Fig. 1: run 1, ports around the boundary
Pins as bars across the die edge, other pins in gray.
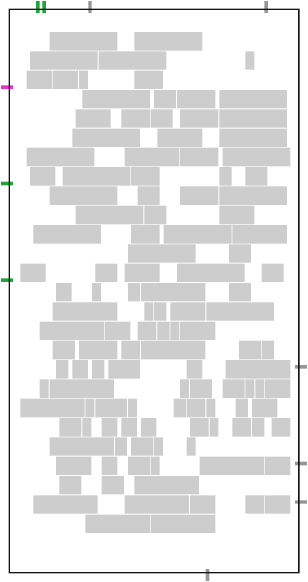
Fig. 2: run 1, routing congestion map
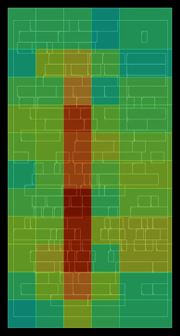
Fig. 3: run 1, cell classes on the final placement
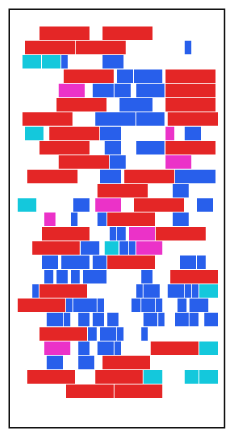
Fig. 4: run 1, clock wires, drivers and flops
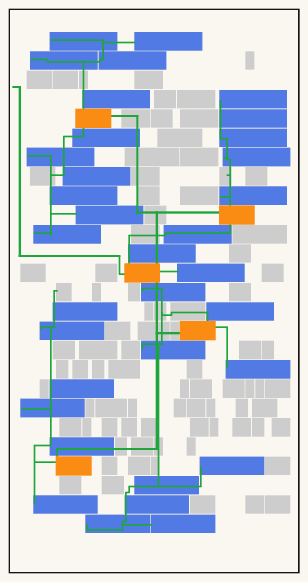
==> src/rtl/keypad_capture_top.sv <==
// keypad_capture_top: 4-key input path. Synchronizes and debounces four
// active-low key lines on a divided sample tick, encodes a single pressed key
// and strobes data_available for one clock on each newly accepted key.
// Optional build macro: KEYPAD_PRIORITY_EN (multi-key patterns resolve to the
// lowest pressed key index instead of being ignored).
module keypad_capture_top #(
  parameter int unsigned DIV_COUNT        = 270,
  parameter int unsigned DEBOUNCE_SAMPLES = 4
) (
  input  logic       clk,
  input  logic       rst,
  input  logic [3:0] key_in,
  output logic       data_available,
  output logic [3:0] dato_o
);

  localparam int unsigned KEY_W = 4;
  localparam int unsigned DIV_W = (DIV_COUNT > 1) ? $clog2(DIV_COUNT) : 1;
  localparam int unsigned STB_W = (DEBOUNCE_SAMPLES > 1) ? $clog2(DEBOUNCE_SAMPLES) : 1;
  localparam logic [DIV_W-1:0] DIV_LAST = DIV_W'(DIV_COUNT - 1);
  localparam logic [STB_W-1:0] STB_LAST = STB_W'(DEBOUNCE_SAMPLES - 1);

  logic [KEY_W-1:0] key_meta;
  logic [KEY_W-1:0] sync_key;
  logic [DIV_W-1:0] div_cnt;
  logic             tick_c;
  logic [KEY_W-1:0] sample_key;
  logic [STB_W-1:0] stable_cnt;
  logic [STB_W-1:0] stable_nxt_c;
  logic [KEY_W-1:0] deb_key;
  logic [KEY_W-1:0] deb_prev;
  logic [2:0]       enc_cur_c;
  logic [2:0]       enc_prev_c;
  logic             new_evt_c;

  // Returns {valid, code[1:0]} for a debounced key vector.
  function automatic logic [2:0] encode(input logic [KEY_W-1:0] v);
    logic [2:0] r;
    r = '0;
`ifdef KEYPAD_PRIORITY_EN
    // Descending scan so the lowest pressed index wins.
    for (int i = int'(KEY_W) - 1; i >= 0; i--) begin
      if (!v[i]) r = {1'b1, 2'(i)};
    end
`else
    case (v)
      4'b1110: r = 3'b100;
      4'b1101: r = 3'b101;
      4'b1011: r = 3'b110;
      4'b0111: r = 3'b111;
      default: r = 3'b000;
    endcase
`endif
    return r;
  endfunction

  // Two-flop synchronizer on the asynchronous key lines.
  always_ff @(posedge clk or negedge rst) begin
    if (!rst) begin
      key_meta <= '1;
      sync_key <= '1;
    end else begin
      key_meta <= key_in;
      sync_key <= key_meta;
    end
  end

  // Sample-tick divider, one tick per DIV_COUNT clocks.
  assign tick_c = (div_cnt == DIV_LAST);

  always_ff @(posedge clk or negedge rst) begin
    if (!rst) begin
      div_cnt <= '0;
    end else if (tick_c) begin
      div_cnt <= '0;
    end else begin
      div_cnt <= div_cnt + DIV_W'(1);
    end
  end

  // Saturating next value of the stable-sample count.
  always_comb begin
    stable_nxt_c = stable_cnt;
    if (stable_cnt != STB_LAST) stable_nxt_c = stable_cnt + STB_W'(1);
  end

  // Debounce: accept a vector once it has been sampled equal on enough ticks.
  always_ff @(posedge clk or negedge rst) begin
    if (!rst) begin
      sample_key <= '1;
      stable_cnt <= '0;
      deb_key    <= '1;
    end else if (tick_c) begin
      if (sync_key != sample_key) begin
        sample_key <= sync_key;
        stable_cnt <= '0;
      end else begin
        stable_cnt <= stable_nxt_c;
        if (stable_nxt_c == STB_LAST) deb_key <= sample_key;
      end
    end
  end

  // Event detection on a change of the debounced vector.
  always_comb begin
    enc_cur_c  = encode(deb_key);
    enc_prev_c = encode(deb_prev);
`ifdef KEYPAD_PRIORITY_EN
    new_evt_c  = enc_cur_c[2] && (!enc_prev_c[2] || (enc_cur_c[1:0] != enc_prev_c[1:0]));
`else
    new_evt_c  = enc_cur_c[2] && (deb_key != deb_prev);
`endif
  end

  // Registered strobe and held key code.
  always_ff @(posedge clk or negedge rst) begin
    if (!rst) begin
      deb_prev       <= '1;
      data_available <= 1'b0;
      dato_o         <= '0;
    end else begin
      deb_prev       <= deb_key;
      data_available <= new_evt_c;
      if (new_evt_c) dato_o <= {2'b00, enc_cur_c[1:0]};
    end
  end

endmodule

==> config.mk <==
export PLATFORM = sky130hd
export DESIGN_NAME = keypad_capture_top
export DESIGN_NICKNAME = d
export VERILOG_FILES = /design/src/rtl/keypad_capture_top.sv
export SDC_FILE = /design/constraint.sdc
export NUM_CORES = 1
export LEC_CHECK = 0
export CAP_MARGIN = 20
export CORE_ASPECT_RATIO = 2
export CORE_UTILIZATION = 50
export DETAILED_ROUTE_END_ITERATION = 6
export PLACE_DENSITY = 0.67
export SYNTH_ARGS = -nofsm -noshare
export SYNTH_HDL_FRONTEND = slang
export SYNTH_SLANG_ARGS = --single-unit
==> constraint.sdc <==
create_clock -name clk -period 2.8 [get_ports clk]
set_input_delay 0.7 -clock clk [delete_from_list [all_inputs] [get_ports clk]]
set_output_delay 0.7 -clock clk [all_outputs]
set_load 0.005 [all_outputs]
==> flow_summary.json, run 1 <==
{
  "die_h_um": 79.2,
  "h-tree-depth": 2,
  "power_mw": 0.893,
  "wl_met3_um": 64,
  "status": "completed",
  "numCtsBuffers": 5,
  "fin_area_um2": 1670,
  "crit_chain": "clkdlybuf4s50_1",
  "postSynthSeqShare": 0.588,
  "lay_top_count": "dfstp_2",
  "critPathLaunchType": "register",
  "via_per_inst": 5.37,
  "diodes": 0,
  "drive_above_1_share": 0.347,
  "top_cell": "dfstp_2",
  "cp_data_required_time_ns": 2.10,
  "synthTopLogicFamily": "simple AND/OR/NAND/NOR gates",
  "warning_count": 27,
  "worstPathMaxFanout": 4,
  "core-area_um2": 2800,
  "largestClassByArea": "sequential cells",
  "ys.warnings.count": 0,
  "critPathKind": "reg2out",
  "routed.top_layer": "met4",
  "synth_chip_area_um2": 1490,
  "cts.path.max_buffers": 2,
  "firstDrtPassIters": 4,
  "cpPeakStageDelay_ns": 0.51,
  "wl_met1_um": 839,
  "netlist_instances": 112,
  "sh_seq_area": 0.524,
  "critical_path_arrival_ns": 1.18,
  "clkCellAreaFrac": 0.0561,
  "synth_top_area_share": 0.353,
  "io_pins": 11,
  "rr_worst_depth": 6,
  "comb_cells": 68,
  "ys_ff": 34
}
Back to the opening pictures, Fig. 1:
magenta -> clk  # pins 1, direction input, edge west
green -> key_in  # pins 4, direction input, edge 2 north, 2 west

Back to the opening pictures, Fig. 2:
WL per Instance: 14.0 µm
M1 GR Usage: 0.164
GR Util All Layers: 0.165
gr busiest metal: met2

Back to the opening pictures, Fig. 3:
cyan -> remaining buffers and delay cells  # cells 10, share of their area 5.8%
blue -> combinational and other logic  # cells 72, share of their area 35%
red -> sequential cells  # cells 34, share of their area 54%
magenta -> clock drivers and dummy loads  # cells 8, share of their area 5.7%

Back to the opening pictures, Fig. 4:
green -> clock wires  # length 385 µm
blue -> flip-flops  # count 34
orange -> clock drivers  # count 5
routed clock nets = 6

-- run 1: power by group --
group          switching [mW]  internal [mW]
Clock                   0.168          0.198
Combinational          0.0133        0.00880
Sequential            0.00246          0.503
Total                   0.184          0.709
-- run 1: sequential cells by signal, indices dropped and copies added, names as in the netlist --
| name | cells |
|---|---|
| data_available | 1 |
| deb_prev | 4 |
| div_cnt | 9 |
| sync_key | 4 |
| sample_key | 4 |
| stable_cnt | 2 |
| key_meta | 4 |
| deb_key | 4 |
| dato_o | 2 |
-- run 1: stage by stage --
stage	cells	utilization
after detailed placement	145	0.563
after global placement	145	0.563
after global routing	153	0.597
after CTS	153	0.597
final	153	0.597
after floorplan	113	-
==> run 2: changes to the inputs <==
clock period = 1.9 ns   (was 2.8 ns; I/O delays follow)
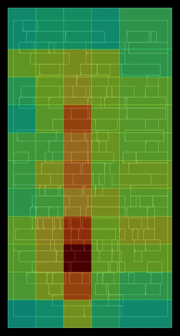
Fig. 5. Routing congestion map (run 2).
M2 GR Usage: 0.305
GR Util All Layers: 0.181
WL per Instance: 14.5 µm

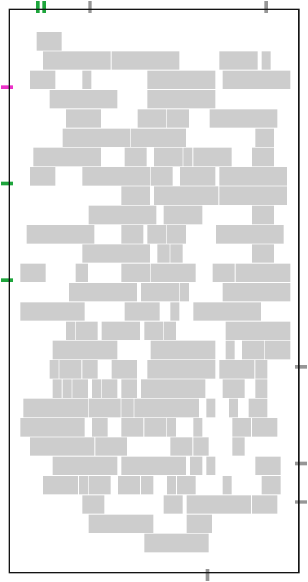
Fig. 6. Ports around the boundary (run 2).
Pins as bars across the die edge, other pins in gray.
green -> key_in  # pins 4, direction input, edge 2 north, 2 west
magenta -> clk  # pins 1, direction input, edge west

==> flow_summary.json, run 2 <==
{
  "status": "completed",
  "firstDrtPassIters": 2,
  "warning_count": 27,
  "critical_path_arrival_ns": 2.00,
  "met1_usage": 0.160,
  "power_mw": 1.36,
  "powerClk_mw": 0.579,
  "core-area_um2": 2800,
  "h-tree-depth": 2,
  "numCtsBuffers": 5,
  "regMostFlops": "div_cnt",
  "syn_to_final_growth_pct": 13.8,
  "fin_area_um2": 1700,
  "synthTopLogicFamily": "simple AND/OR/NAND/NOR gates",
  "cts.path.max_buffers": 2,
  "critPathKind": "reg2reg",
  "cp_data_required_time_ns": 2.11,
  "dp_hpwl_mm": 1.64,
  "lay_top_count": "dfstp_2",
  "io_pins": 11,
  "switching_share": 0.195,
  "via_per_inst": 5.44,
  "postSynthSeqShare": 0.588,
  "synth_top_area_share": 0.353,
  "largest_reg_flops": 9,
  "power-top-group": "registers",
  "ys_ff": 34,
  "grt.busiest_layer": "met2",
  "comb-power_mw": 0.0321,
  "diodes": 0,
  "cpPeakStageDelay_ns": 0.43,
  "die_h_um": 79.2,
  "worstPathMaxFanout": 5,
  "netlist_instances": 112,
  "drive_above_1_share": 0.341,
  "post-route-util": 0.605,
  "clkPwrFrac": 0.427
}
-- run 2: cell counts after synthesis --
Identical to the previous run, type by type.
-- run 2: path summary, 6_finish.rpt --
path | cells past startpoint | slack, ns | to
min in group asynchronous | 2 | 0.58 | data_available
min | 0 | 0.36 | sync_key[2]
max reg2reg | 6 | 0.12 | sample_key[1]
min reg2reg | 0 | 0.36 | sync_key[2]
max in group asynchronous | 2 | 0.99 | deb_prev[3]
max | 6 | 0.12 | sample_key[1]
-- run 2: final cells by class --
cell class              instances  share of cell area
clock buffers                   8              0.0598
inverters                       4             0.00886
multi-input cells              68               0.328
flip-flops and latches         34               0.517
well taps                      29              0.0214
repair buffers                 12              0.0649
-- run 2: metal layers --
metal	vias up	part of all wire
li1	400	-
met1	426	0.35
met2	11	0.58
met3	6	0.031
met4	0	0.035
met5	-	0
==> run 3: changes to the inputs <==
SETUP_SLACK_MARGIN = 0.02   (was unset)
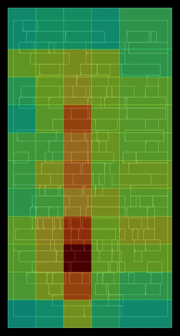
Fig. 7. Routing congestion map (run 3).
met3 Track Usage GR: 0.0670
final core utilization: 0.605
M1 GR Usage: 0.160

==> flow_summary.json, run 3 <==
{
  "status": "completed",
  "wl_met2_mm": 1.30,
  "drive_above_1_share": 0.341,
  "r2r_setup_slack_ns": 0.12,
  "grt.busiest_layer": "met2",
  "core-area_um2": 2800,
  "syn_to_final_growth_pct": 13.8,
  "worstPathMaxFanout": 5,
  "routed.top_layer": "met4",
  "dp_hpwl_mm": 1.64,
  "wl_met3_um": 69,
  "crit_chain": "inv_1 > ha_1 > nor4b_2 > and4b_1 > buf_4 > mux2_2",
  "cpPeakStageDelay_ns": 0.43,
  "crit_end": "sample_key[1]",
  "worstHoldPathCells": 0,
  "diodes": 0,
  "wire_per_inst_um": 14.5,
  "wl_met1_um": 791,
  "p_switching_mw": 0.264,
  "post-place-cells": 147
}
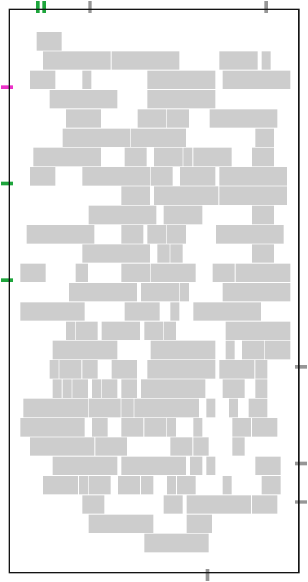
Fig. 8. Ports around the boundary (run 3).
Pins as bars across the die edge, other pins in gray.
magenta -> clk  # pins 1, direction input, edge west
green -> key_in  # pins 4, direction input, edge 2 north, 2 west

## run 3: power groups by stage
stage,Sequential (mW),Combinational [mW],Clock [mW]
3_5_place_dp,0.757,0.0336,0
5_1_grt,0.745,0.0370,0.639
4_1_cts,0.745,0.0335,0.606
3_3_place_gp,0.756,0.0329,0
2_1_floorplan,0.756,0.0104,0
6_report,0.745,0.0321,0.579
## run 3: cell type report
type                       count  area [µm²]  share of cell area
clock buffer                   8         101              0.0598
inverter                       4        15.0             0.00886
multi-input combinational     68         557               0.328
sequential                    34         876               0.517
tap                           29        36.3              0.0214
timing repair buffer          12         110              0.0649
## run 3: cell families after synthesis
family | Yosys count
other | 1
multiplexers | 9
AND-OR/OR-AND | 11
adder cells (fa/ha/maj) | 2
XOR/XNOR | 16
flip-flops | 34
buffers and inverters | 11
AND/OR/NAND/NOR | 28
Power is estimated from default activity; no workload was simulated.
